<file path="src/rtl/mr_car_counter.sv">
`default_nettype none
// ============================================================================
// Module   : mr_car_counter
// Brief    : Debounced arrival/departure loop counter feeding MR_cars.
// Revision : 1.0 - initial release
// ============================================================================
module mr_car_counter #(
    parameter int WIDTH    = 8,
    parameter int DEBOUNCE = 3,
    parameter int MAX_CARS = 255
) (
    input  logic             clk,
    input  logic             rst,
    input  logic             arrive_det,
    input  logic             depart_det,
    input  logic             clr,
    output logic [WIDTH-1:0] MR_cars,
    output logic             arrive_evt,
    output logic             depart_evt,
    output logic             ovf,
    output logic             udf
);

    localparam logic [3:0]       C_DEB_LAST = 4'(DEBOUNCE - 1);
    localparam logic [WIDTH-1:0] C_MAX      = WIDTH'(MAX_CARS);

    // Channel index 0 is arrival, 1 is departure.
    logic [1:0]      s1_q, s1_d;
    logic [1:0]      s2_q, s2_d;
    logic [1:0]      deb_q, deb_d;
    logic [1:0]      deb_prev_q, deb_prev_d;
    logic [1:0][3:0] cnt_q, cnt_d;
    logic [1:0]      evt_q, evt_d;
    logic [WIDTH-1:0] cars_q, cars_d;
    logic            ovf_q, ovf_d;
    logic            udf_q, udf_d;

    always_comb begin
        s1_d       = {depart_det, arrive_det};
        s2_d       = s1_q;
        deb_d      = deb_q;
        cnt_d      = cnt_q;
        deb_prev_d = deb_q;
        for (int i = 0; i < 2; i++) begin
            if (s2_q[i] == deb_q[i]) begin
                cnt_d[i] = 4'd0;
            end else if (cnt_q[i] == C_DEB_LAST) begin
                deb_d[i] = s2_q[i];
                cnt_d[i] = 4'd0;
            end else begin
                cnt_d[i] = cnt_q[i] + 4'd1;
            end
        end
        // Rise of the debounced level, seen one edge after deb itself moves.
        evt_d = deb_q & ~deb_prev_q;
    end

    always_comb begin
        cars_d = cars_q;
        ovf_d  = ovf_q;
        udf_d  = udf_q;
        if (clr) begin
            cars_d = '0;
            ovf_d  = 1'b0;
            udf_d  = 1'b0;
        end else if (evt_d[0] && !evt_d[1]) begin
            if (cars_q < C_MAX) begin
                cars_d = cars_q + WIDTH'(1);
            end else begin
                ovf_d = 1'b1;
            end
        end else if (evt_d[1] && !evt_d[0]) begin
            if (cars_q != '0) begin
                cars_d = cars_q - WIDTH'(1);
            end else begin
                udf_d = 1'b1;
            end
        end
    end

    always_ff @(posedge clk or negedge rst) begin
        if (!rst) begin
            s1_q       <= '0;
            s2_q       <= '0;
            deb_q      <= '0;
            deb_prev_q <= '0;
            cnt_q      <= '0;
            evt_q      <= '0;
            cars_q     <= '0;
            ovf_q      <= 1'b0;
            udf_q      <= 1'b0;
        end else begin
            s1_q       <= s1_d;
            s2_q       <= s2_d;
            deb_q      <= deb_d;
            deb_prev_q <= deb_prev_d;
            cnt_q      <= cnt_d;
            evt_q      <= evt_d;
            cars_q     <= cars_d;
            ovf_q      <= ovf_d;
            udf_q      <= udf_d;
        end
    end

    assign MR_cars    = cars_q;
    assign arrive_evt = evt_q[0];
    assign depart_evt = evt_q[1];
    assign ovf        = ovf_q;
    assign udf        = udf_q;

endmodule
`default_nettype wire

</file>
<file path="config.mk">
export PLATFORM = sky130hd
export DESIGN_NAME = mr_car_counter
export DESIGN_NICKNAME = d
export VERILOG_FILES = /design/src/rtl/mr_car_counter.sv
export SDC_FILE = /design/constraint.sdc
export NUM_CORES = 1
export LEC_CHECK = 0
export CAP_MARGIN = 25
export CORE_MARGIN = 4
export CORE_UTILIZATION = 56
export CTS_CLUSTER_SIZE = 20
export DETAILED_ROUTE_END_ITERATION = 8
export DONT_BUFFER_PORTS = 1
export GPL_TIMING_DRIVEN = 1
export PLACE_DENSITY = 0.71
export REMOVE_ABC_BUFFERS = 1
export SKIP_CTS_REPAIR_TIMING = 1
export SLEW_MARGIN = 20
export SYNTH_ARGS = -nofsm -noshare
export SYNTH_HDL_FRONTEND = slang
export SYNTH_SLANG_ARGS = --single-unit
</file>
<file path="constraint.sdc">
create_clock -name clk -period 3 [get_ports clk]
set_input_delay 0.6 -clock clk [delete_from_list [all_inputs] [get_ports clk]]
set_output_delay 0.6 -clock clk [all_outputs]
set_load 0.1 [all_outputs]
</file>
**Track usage over the die**

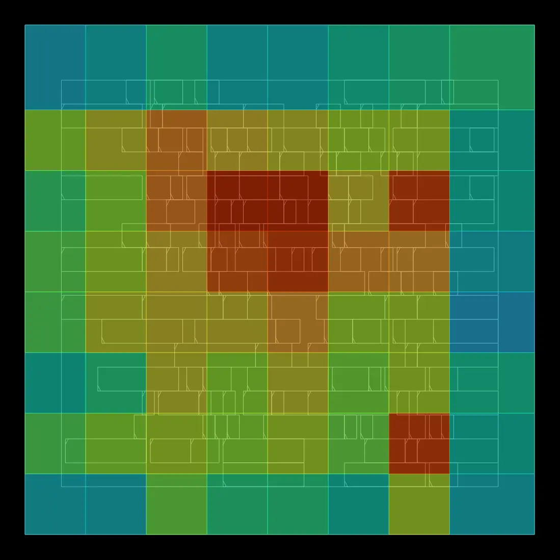
M1 GR Usage: 23.9%
met3 GRT Util: 4.01%
DR WL/cell: 15.2 um
met2 usage: 26.5%
Final Util: 67.5%

**Met1 routing**

Supply wires on this layer in gray. Cells faint in the background.
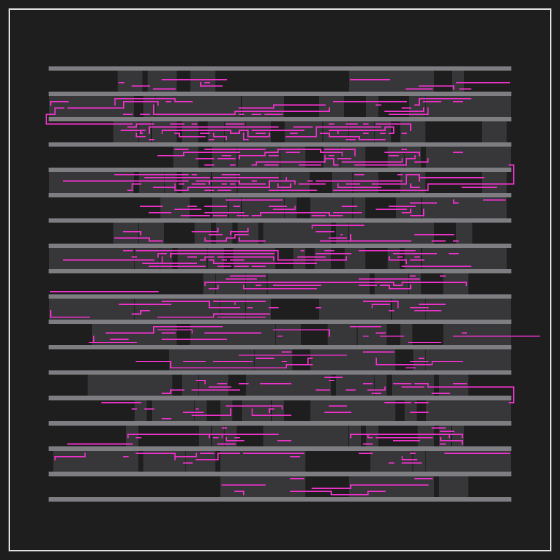
longest straight run	20.2 um
wire length on this layer	1150 um
Vias: 956
aggregate routed wire length: 2.54 mm

==> flow_summary.yaml <==
# generated from flow reports
route:
  wl_met2_mm: 1.22
floorplan:
  rows: 17
synth:
  synth_cells: 128
  ys_sh_mux_pct: 1.61
  netlist.area_leader.share_pct: 50.1
  edf_count: 0
  synth_area_per_cell_sq_um: 10.9
worst_setup_path:
  crit_path_end: "MR_cars[6]"
  reg2reg_slack_ns: 0.43
layout:
  clock_area_share_pct: 3.39
  synthToLayoutAreaGrowth_pct: 10.9
  layout.cells.most_common_list: "dfrtp_1, nor2_1, nand2_1"
  bufAreaShareNonClock_pct: 5.17
  numSequentialCells: 28
timing:
  clock_skew_ns: 0.0119
  worstMarginPinSlew_ns: 0.899
global_routing:
  grt_use_total_pct: 17.2
placed_design:
  gp_congestion: 0.705
run_status:
  status: "completed"
**Sequential cells colored by netlist name**

Other sequential cells in the stronger gray, the rest of the logic in the fainter gray.
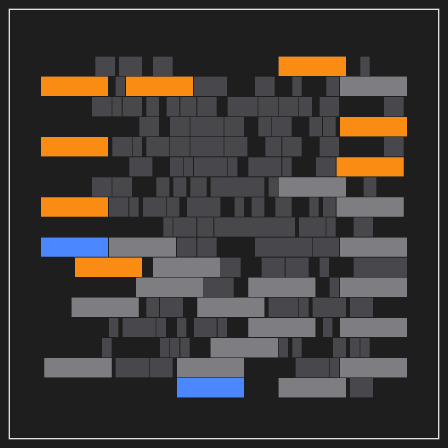
color	signal	placed flops
orange	MR_cars	8
blue	s1_q	2
flop share of the area: 45.2%

**Wires at chosen ports, followed through buffers**

The bar under the picture is 20 um long.
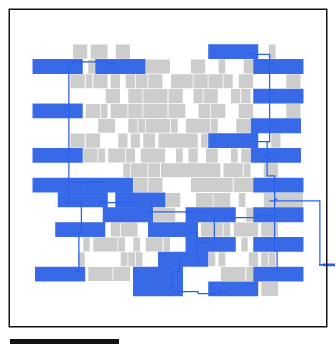
color	port	bits	direction	edge	end cells	buffers	wire
blue	rst	1	input	right	28	1	192 um
PortBufs: 0
# IOs: 17

-- critical path, delay by kind of cell, from the launching register on --
family / cells / cell delay, ns
and+or+nand+nor: 4 / 0.78
buffers and inverters: 1 / 0.13
AOI/OAI and AO/OA: 4 / 0.74
adders and majority gates: 1 / 0.39
DFF: 1 / 0.42
